`src/rtl/tuple_unpack_pipe.sv`:
```
// Elastic valid/ready pipeline that unpacks 8-bit words into two 4-bit fields.
// Optional head-word parity output when TUPLE_UNPACK_PARITY_EN is defined.

module tuple_unpack_stage #(
    parameter int W = 8
) (
    input  logic         clk_i,
    input  logic         rst_n_i,
    input  logic         load_i,
    input  logic         vld_i,
    input  logic [W-1:0] data_i,
    output logic         vld_o,
    output logic [W-1:0] data_o
);
    logic         vld_q;
    logic [W-1:0] data_q;

    // Data only moves when a real word arrives, so an emptied stage keeps its last word.
    always_ff @(posedge clk_i or negedge rst_n_i) begin
        if (!rst_n_i) begin
            vld_q  <= 1'b0;
            data_q <= '0;
        end else if (load_i) begin
            vld_q <= vld_i;
            if (vld_i) data_q <= data_i;
        end
    end

    assign vld_o  = vld_q;
    assign data_o = data_q;
endmodule

module tuple_unpack_pipe #(
    parameter int STAGES = 3,
    parameter int CNT_W  = 8
) (
    input  logic             _i_clk,
    input  logic             _i_rst_n,
    input  logic             _i_in_valid,
    input  logic [7:0]       _i_in_data,
    output logic             _o_in_ready,
    output logic             _o_out_valid,
    output logic [3:0]       _o_first,
    output logic [3:0]       _o_second,
    input  logic             _i_out_ready,
    output logic [CNT_W-1:0] _o_count
`ifdef TUPLE_UNPACK_PARITY_EN
    ,
    output logic             _o_parity
`endif
);
`ifdef TUPLE_UNPACK_PARITY_EN
    localparam int W = 9;
`else
    localparam int W = 8;
`endif

    logic [W-1:0]             in_word;
    logic [STAGES-1:0]        vld;
    logic [STAGES-1:0]        load;
    logic [STAGES-1:0][W-1:0] dat;
    logic [CNT_W-1:0]         count_q, count_d;
    logic                     out_xfer;

`ifdef TUPLE_UNPACK_PARITY_EN
    assign in_word = {^_i_in_data, _i_in_data};
`else
    assign in_word = _i_in_data;
`endif

    // A stage loads when it is empty or its successor is loading; resolved tail to head.
    always_comb begin
        load = '0;
        load[STAGES-1] = ~vld[STAGES-1] | _i_out_ready;
        for (int k = STAGES - 2; k >= 0; k--) begin
            load[k] = ~vld[k] | load[k+1];
        end
    end

    for (genvar k = 0; k < STAGES; k++) begin : g_stg
        if (k == 0) begin : g_head
            tuple_unpack_stage #(.W(W)) u_stg (
                .clk_i   (_i_clk),
                .rst_n_i (_i_rst_n),
                .load_i  (load[k]),
                .vld_i   (_i_in_valid),
                .data_i  (in_word),
                .vld_o   (vld[k]),
                .data_o  (dat[k])
            );
        end else begin : g_body
            tuple_unpack_stage #(.W(W)) u_stg (
                .clk_i   (_i_clk),
                .rst_n_i (_i_rst_n),
                .load_i  (load[k]),
                .vld_i   (vld[k-1]),
                .data_i  (dat[k-1]),
                .vld_o   (vld[k]),
                .data_o  (dat[k])
            );
        end
    end

    assign out_xfer = vld[STAGES-1] & _i_out_ready;

    always_comb begin
        count_d = count_q;
        if (out_xfer) count_d = count_q + CNT_W'(1);
    end

    always_ff @(posedge _i_clk or negedge _i_rst_n) begin
        if (!_i_rst_n) count_q <= '0;
        else           count_q <= count_d;
    end

    assign _o_in_ready  = load[0];
    assign _o_out_valid = vld[STAGES-1];
    assign _o_first     = dat[STAGES-1][7:4];
    assign _o_second    = dat[STAGES-1][3:0];
    assign _o_count     = count_q;
`ifdef TUPLE_UNPACK_PARITY_EN
    assign _o_parity    = dat[STAGES-1][8];
`endif
endmodule

```
`config.mk`:
```
export PLATFORM = sky130hd
export DESIGN_NAME = tuple_unpack_pipe
export DESIGN_NICKNAME = d
export VERILOG_FILES = /design/src/rtl/tuple_unpack_pipe.sv
export SDC_FILE = /design/constraint.sdc
export NUM_CORES = 1
export LEC_CHECK = 0
export CAP_MARGIN = 25
export CORE_UTILIZATION = 30
export DETAILED_ROUTE_END_ITERATION = 6
export PLACE_DENSITY = 0.52
export SKIP_LAST_GASP = 1
export SLEW_MARGIN = 20
export SYNTH_ARGS = -nofsm -noshare
export SYNTH_HDL_FRONTEND = slang
export SYNTH_SLANG_ARGS = --single-unit
```
`constraint.sdc`:
```
create_clock -name _i_clk -period 1.3 [get_ports _i_clk]
set_input_delay 0.26 -clock _i_clk [delete_from_list [all_inputs] [get_ports _i_clk]]
set_output_delay 0.26 -clock _i_clk [all_outputs]
set_load 0.01 [all_outputs]
```
==> images/metal_density.png <==
The die is cut into 14 by 14 equal tiles; white is low, dark blue is high, scaled to the fullest tile. Values are wire area over tile area, all layers added.
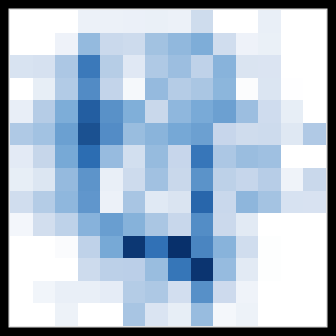
tiles over half the peak	14%
mean over tiles	0.079
emptiest ninth of the die	lower right

==> images/detail.png <==
Bar = 5 um. Region (43, 43) to (63, 63) um. Cells in grey, sequential cells in the stronger grey; small squares are vias.
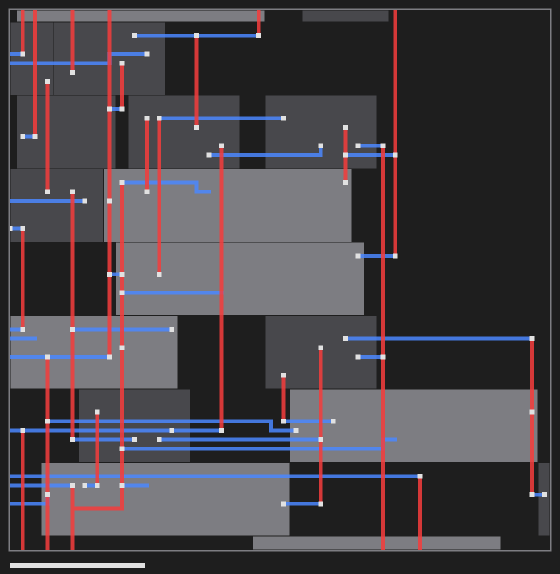
layer	colour
metal 2	red
metal 1	blue
sequential cells in the window	5
most frequent	mux2_2 (6), dfrtp_1 (5), clkdlybuf4s50_1 (1)
netlist names of flops here include	g_stg.g_body.u_stg.data_o (4), g_stg.g_head.u_stg.data_o (1)
cells with their middle in the window	12

==> images/layer_met1.png <==
Bar = 20 um. Cells faint in the background.
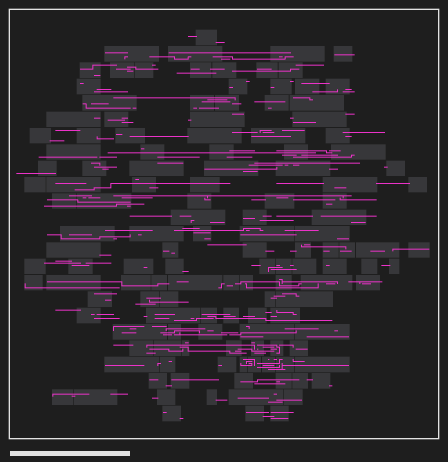
main direction	horizontal
share of all routed wire	43%
fraction of met1 tracks used by global routing: 14.5%
routed wire length: 2600 um
detailed-route via count: 851

==> images/congestion.png <==
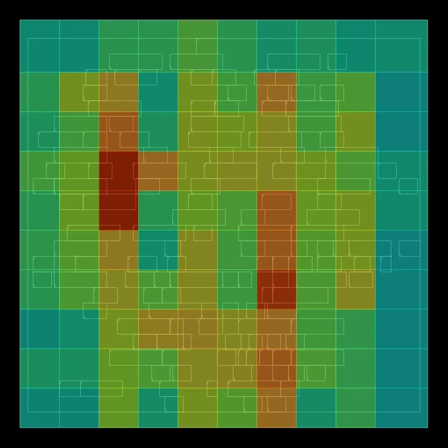
DR WL/cell: 13.8 um
busiest layer in global routing: met2
GRT met3 Usage: 3.38%

==> metrics.cfg <==
[outcome]
status = complete, no violations

[min_path]
type_of_the_tightest_min_delay_check = in2async

[critical_path]
regToRegStartpoint = g_stg[2].g_body.u_stg.vld_o$_DFFE_PN0P_
start_kind = register
ff2ff_setup_slack_ns = 0.04
crit_path_max_fanout = 3

[logic_synthesis]
ys_flops = 35
synth-area-yosys_sq_mm = 0.00144
post_synth.cell_area_avg_sq_um = 15.3
synthDominantCellAreaShare_pct = 60.9
ys_types = 17

[global_route]
grt_util_all_layers_pct = 12.0
antenna_violations_before_repair = 0
global_route.overflow_total = 0
grt_max_degree = 36

[timing]
setup_viol = 0
final_min_period_over_clock_period_pct = 97.9
finalMaxSlewViolations = 0
period_minus_slack_ns = 1.27
clock_skew_ns = 0.00586

[finish]
post-route-cell-area_sq_mm = 0.00193
finalNetCount = 149

[placed_design]
place_area_sq_mm = 0.00182
detailedPlacementHpwl_um = 1810

[detailed_routing]
drt-pass1-iter-count = 5
first_iter_violations = 39

[clocking]
cts_tree = yes
cts.htree.levels = 2
clk_pin_slew_ns = 0.06
clock_insertion_delay_worst_skew_ns = 0.28

[pwr]
power.ir.vdd_worst_mv = 0.794
cellLeakagePower_nw = 0.871
power.share.sequential_pct = 45.1
pwr-share-comb_pct = 32.7
p_sw_share_pct = 28.6
cellInternalPower_mw = 2.47

[floorplanning]
num_rows = 24
die-height_um = 71.2
die_area_sq_mm = 0.00507

-- sequential cells by signal, indices dropped and copies added, names as in the netlist --
name and cells:
g_stg.g_body.u_stg.data_o 16, _o_count 8, g_stg.g_head.u_stg.data_o 8, g_stg.g_head.u_stg.vld_o 1
g_stg.g_body.u_stg.vld_o 2
-- area by class of cell --
type	count	area, sq um
clock buffer	6	82.6
clock inverter	1	5.00
fill	414	2540
multi-input combinational	51	515
sequential	35	877
tap	52	65.1
timing repair buffer	43	384
-- power groups by stage --
stage	logic, mW	registers (mW)	clock network [mW]
after detailed placement	1.19	1.63	0
after CTS	1.15	1.57	0.804
after global routing	1.24	1.61	0.859
after floorplan	0.600	1.66	0
final	1.13	1.56	0.772
after global placement	1.17	1.61	0
-- cell families (layout without fill, tap and decap cells) --
kind of cell	count (synthesis)	after routing	synth area share, %
XOR/XNOR	7	7	4.26
AND/OR/NAND/NOR	18	18	10.2
adder cells (fa/ha/maj)	1	1	0.870
buffers and inverters	8	50	4.18
multiplexers	25	25	19.6
flip-flops	35	35	60.9
-- routing by layer --
layer	part of all wire (%)	wire length, um
met2	52	1350
met4	1.8	48
met3	3.2	84
met5	0	0
met1	43	1110
-- how the worst max path moves through the flow --
stage                                                        from  slack (ns)                                          end
after floorplan           g_stg[2].g_body.u_stg.vld_o$_DFFE_PN0P_        0.07  g_stg[0].g_head.u_stg.data_o[0]$_DFFE_PN0P_
after CTS                 g_stg[2].g_body.u_stg.vld_o$_DFFE_PN0P_       -0.13                                  _o_in_ready
after global placement                               _i_out_ready       -0.44                                  _o_in_ready
after global routing      g_stg[2].g_body.u_stg.vld_o$_DFFE_PN0P_       -0.02                                  _o_in_ready
final                     g_stg[2].g_body.u_stg.vld_o$_DFFE_PN0P_        0.03                                  _o_in_ready
after detailed placement                             _i_out_ready       -0.43                                  _o_in_ready
-- stage by stage --
stage          instances  setup WS, ns  hold slack [ns]  total power [mW]  util, %
2_1_floorplan         94        0.0726          -0.0356              2.26        -
3_3_place_gp         177        -0.436            0.463              2.78     40.7
3_5_place_dp         177        -0.429            0.473              2.83     40.7
4_1_cts              188        -0.132            0.345              3.52     43.0
5_1_grt              188       -0.0175            0.361              3.71     43.1
6_report             188        0.0269            0.344              3.47     43.1
-- what timing repair did --
item	4_1_cts	5_1_grt
resized	21	8
setup buffers	4	0
endpoints found under the setup margin	42	18
-- layout by cell type (no fill, tap or decap), drive strengths merged --
master,count
mux2,25
buf,15
xnor2,6
dfrtp,35
nand4,4
clkbuf,7
or2b,3
and2,1
nand4b,1
nand2,5
clkdlybuf4s50,10
clkinv,1
nand2b,1
ha,1
xor2,1
dlygate4sd2,17
nand3b,1
and3,1
and4,1
-- worst max-delay path, stage by stage (launching register included) --
cell and delay (ns):
dfrtp_2 0.41, buf_6 0.12, nand4b_4 0.07, buf_2 0.13
-- synth_stat cells, drive strengths merged --
master	n
xor2	1
and4	1
nand2b	1
nand4b	1
buf	8
or2b	3
ha	1
and2	1
mux2	25
nand2	5
nand4	4
nand3b	1
dfrtp	35
xnor2	6
and3	1
Power and IR drop assume default switching activity.
